## config.mk

```make
export PLATFORM = sky130hd
export DESIGN_NAME = code_validator
export DESIGN_NICKNAME = d
export VERILOG_FILES = /design/src/rtl/code_validator.sv
export SDC_FILE = /design/constraint.sdc
export NUM_CORES = 1
export LEC_CHECK = 0
export CORE_UTILIZATION = 35
export CTS_BUF_LIST = sky130_fd_sc_hd__clkbuf_8
export DETAILED_ROUTE_END_ITERATION = 10
export PLACE_DENSITY = 0.55
export SYNTH_ARGS = -nofsm -noshare
export SYNTH_HDL_FRONTEND = slang
export SYNTH_SLANG_ARGS = --single-unit
```

## constraint.sdc

```tcl
create_clock -name clock -period 2.3 [get_ports clock]
set_input_delay 0.575 -clock clock [delete_from_list [all_inputs] [get_ports clock]]
set_output_delay 0.575 -clock clock [all_outputs]
set_load 0.005 [all_outputs]
```

## src/rtl/code_validator.sv

```systemverilog
// code_validator
//   Checks incoming codes against a software-writable 2^WIDTH x 1 legality
//   table. After ALARM_THRESH consecutive illegal codes the block enters an
//   alarm state and stops accepting codes until clear_alarm is pulsed.
//
// Optional feature: define CODE_VALIDATOR_STATS_EN to build saturating
//   ok_count / bad_count statistics counters. Without it both read as 0.
//
// Parameters
//   WIDTH        code width in bits (2..10)
//   ALARM_THRESH consecutive rejects that raise the alarm (1..255)
//   CNT_W        statistics counter width
//
// Ports
//   clock        rising-edge clock
//   reset        synchronous, active-high
//   in_valid     code presented
//   code         code to check
//   in_ready     code accepted this cycle when in_valid=1 (0 in alarm)
//   cfg_we       legality table write strobe
//   cfg_addr     table entry to write
//   cfg_data     1 = legal, 0 = illegal
//   clear_alarm  leave the alarm state (ignored when not in alarm)
//   out_valid    one-cycle result strobe, one cycle after acceptance
//   code_ok      result of the accepted code
//   alarm        alarm state active
//   ok_count     accepted legal codes (saturating)
//   bad_count    accepted illegal codes (saturating)
module code_validator #(
  parameter int WIDTH        = 6,
  parameter int ALARM_THRESH = 3,
  parameter int CNT_W        = 8
) (
  input  logic             clock,
  input  logic             reset,
  input  logic             in_valid,
  input  logic [WIDTH-1:0] code,
  output logic             in_ready,
  input  logic             cfg_we,
  input  logic [WIDTH-1:0] cfg_addr,
  input  logic             cfg_data,
  input  logic             clear_alarm,
  output logic             out_valid,
  output logic             code_ok,
  output logic             alarm,
  output logic [CNT_W-1:0] ok_count,
  output logic [CNT_W-1:0] bad_count
);

  localparam int DEPTH = 1 << WIDTH;
  localparam int REJ_W = $clog2(ALARM_THRESH + 1);

  typedef enum logic {
    RUN   = 1'b0,
    ALARM = 1'b1
  } state_t;

  state_t             state;
  logic [DEPTH-1:0]   legal_tbl;
  logic [REJ_W-1:0]   rej_cnt;
  logic               accept;
  logic               lookup;

  // Lookup reads the table as it stands before this edge, so a same-edge
  // write to the accepted address is not visible until the next code.
  assign accept = in_valid & in_ready;
  assign lookup = legal_tbl[code];

  always_ff @(posedge clock) begin
    if (reset) begin
      state     <= RUN;
      in_ready  <= 1'b1;
      alarm     <= 1'b0;
      legal_tbl <= '0;
      rej_cnt   <= '0;
      out_valid <= 1'b0;
      code_ok   <= 1'b0;
    end else begin
      if (cfg_we) begin
        legal_tbl[cfg_addr] <= cfg_data;
      end
      out_valid <= accept;
      code_ok   <= accept & lookup;

      case (state)
        RUN: begin
          if (accept) begin
            if (lookup) begin
              rej_cnt <= '0;
            end else if (rej_cnt >= REJ_W'(ALARM_THRESH - 1)) begin
              // Threshold reached: counter saturates and the block stops
              // accepting; this code's result still goes out next cycle.
              rej_cnt  <= REJ_W'(ALARM_THRESH);
              state    <= ALARM;
              in_ready <= 1'b0;
              alarm    <= 1'b1;
            end else begin
              rej_cnt <= rej_cnt + REJ_W'(1);
            end
          end
        end
        ALARM: begin
          if (clear_alarm) begin
            rej_cnt  <= '0;
            state    <= RUN;
            in_ready <= 1'b1;
            alarm    <= 1'b0;
          end
        end
      endcase
    end
  end

`ifdef CODE_VALIDATOR_STATS_EN
  always_ff @(posedge clock) begin
    if (reset) begin
      ok_count  <= '0;
      bad_count <= '0;
    end else if (accept) begin
      if (lookup) begin
        if (ok_count != '1) ok_count <= ok_count + CNT_W'(1);
      end else begin
        if (bad_count != '1) bad_count <= bad_count + CNT_W'(1);
      end
    end
  end
`else
  assign ok_count  = '0;
  assign bad_count = '0;
`endif

endmodule
```

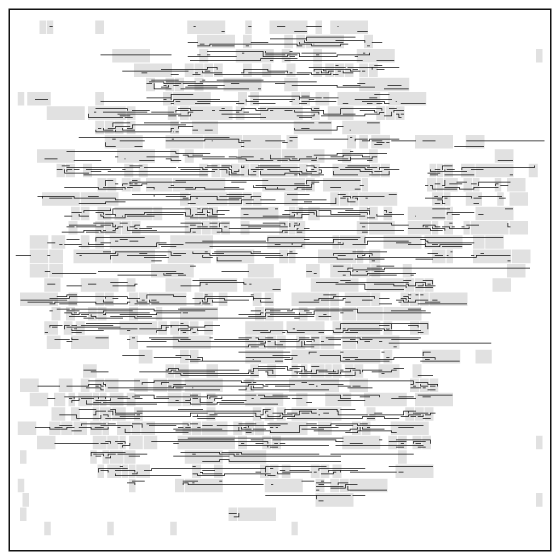
(images/layer_met1.png)
419 nets have wire on it. The layer carries 4770 um of wire.

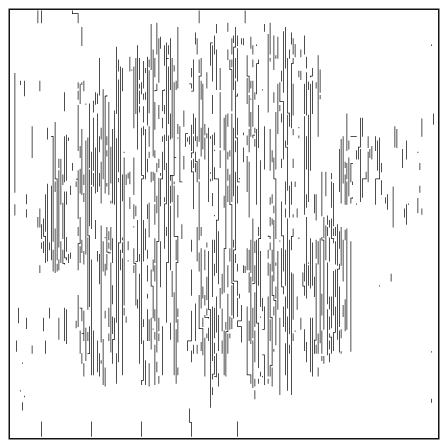
(images/layer_met2.png)
The layer holds 46% of the routed length. The layer carries 4910 um of wire. The wires run mostly vertical.

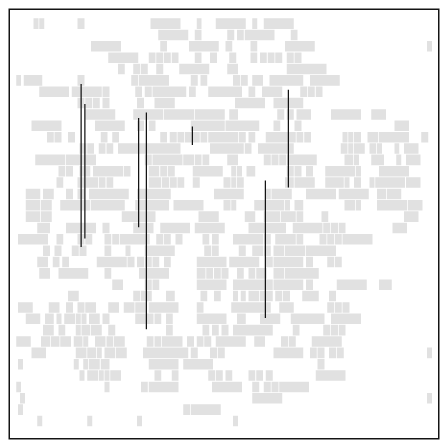
(images/layer_met4.png)
5 nets have wire on it. The longest straight run is 51.7 um. The layer carries 208 um of wire. The wires run mostly vertical. The layer holds 2.0% of the routed length.

==> results_slide.txt <==
Synthesis and Place & Route Summary

Synth
  – Fraction of the yosys area taken by sequential cells: between 40% and 50%
  – Fraction of synthesized cell area in xor and xnor cells: 0%
  – Main logic family after synthesis: AND-OR/OR-AND gates
  – Total cells reported by yosys after synthesis: just over 400
  – Proportion of register bits with asynchronous set or reset after synthesis: 0%
  – Adder-Cell Fraction of Synth Area: 0%
  – Fraction of the mapped netlist area in compound gates: approximately a fifth
  – Number of library cell types mapped by synthesis: roughly 40
  – Cell with the most instances after synthesis: sky130_fd_sc_hd__dfxtp_1
  – Dominant register cell: sky130_fd_sc_hd__dfxtp_1
  – Commonest cells in the synthesized netlist: 71 x sky130_fd_sc_hd__dfxtp_1, 69 x sky130_fd_sc_hd__nand3_1, 66 x sky130_fd_sc_hd__a21oi_1, 65 x sky130_fd_sc_hd__o21ai_0, 23 x sky130_fd_sc_hd__clkbuf_1
  – Post-Synthesis Cell Area: around 3500 sq um
  – Synth Instances: 408

Pwr
  – Total net switching power: 0.000640 W
  – Largest power group: registers
  – Combinational cell fraction of total power: a little under an eighth
  – Seq power: 0.00124 W
  – Overall power: between 0.002 and 0.003 W

Route
  – Routed length on met3: just over 700 um
  – DR WL/cell: around 18 um
  – Router iterations before antenna repair: 5
  – Post-detailed-routing wire length: ~11 mm
  – Remaining routing DRC violations: 0

CTS
  – CTS tree: built
  – Latency at later pin: between 0.3 and 0.4 ns
  – Post-cts hold-fix buffer tally: 0
  – Register clock-pin slew on the reported worst setup and hold paths: 0.07 ns
  – Number of buffers inserted during clock tree synthesis: 9
  – CTS root buffer: sky130_fd_sc_hd__clkbuf_8
  – H-Tree Depth: 3

Finish
  – Share of cells above drive strength 1: 17.0%
  – Number of non-clock buffers: around 63
  – Synth-to-layout area growth: 20.3%
  – Inverter count: 2
  – Multi-input gate share of the layout cell area: between 40 and 50%
  – Fin nets: about 470
  – Layout clock area frac: around 4.2%
  – Dominant class by area: multi-input combinational cells
  – Combinational Gates: 302
  – Share of the final layout cell area in sequential cells: between 30% and 40%
  – Buffer share of cell area: between 10% and 20%

Setup path
  – Delay of the slowest cell on the worst path: between 0.5 and 0.6 ns
  – Bufs and invs on worst path: 2
  – Required arrival time at the worst endpoint: around 2.6 ns
  – Number of stages on the worst setup path: 7
  – Cell depth of the worst flop-to-flop path: 5
  – Reg2Reg Launch Point: legal_tbl[55]$_SDFFE_PP0P_
  – Data arrival time of the critical path: between 2 and 2.5 ns
  – Family with the most delay on the worst path: multiplexers
  – Cell breakdown of the critical path: buf_2 -> buf_12 -> mux4_2 -> mux4_2 -> o22ai_4 -> o22ai_4 -> a211oi_2

GRT
  – Met1 capacity usage during global routing: 29.6%
  – Met3 track demand over resource in global routing: under 10%
  – Most heavily used metal layer in global routing: met2
  – Total overflow reported by the global router: 0

Timing
  – RSZ-0062 raised after global routing: false
  – Achievable Freq: about 0.46 GHz
  – Number of pins with negative max-slew slack in the final report: 0
  – Final hold violation count: 0
  – Final worst slack: roughly 0.13 ns

Place
  – Count of placed standard cells including taps: 567
  – Cell area after placement: 4010 sq um
  – Half-perimeter wire length after placement: about 6.8 mm

Hold path
  – Worst min-delay path endpoint: alarm$_SDFFE_PP0P_
  – Launch instance of the worst min-delay path: alarm$_SDFFE_PP0P_
  – HP Class: flop to flop

Floorplan
  – Effective utilization at floorplan: a little over a third
  – Number of rows in the core area: 36
  – Height of the die: around 100 um
  – Number of I/O pins: 38
  – Overall die area: between 10000 and 15000 sq um
  – Core Area: around 9800 sq um
  – Tap cells: roughly 130

Status
  – Run status: finished clean

Flow run
  – Total of max-cap violations: 0
Power and IR drop assume default switching activity.
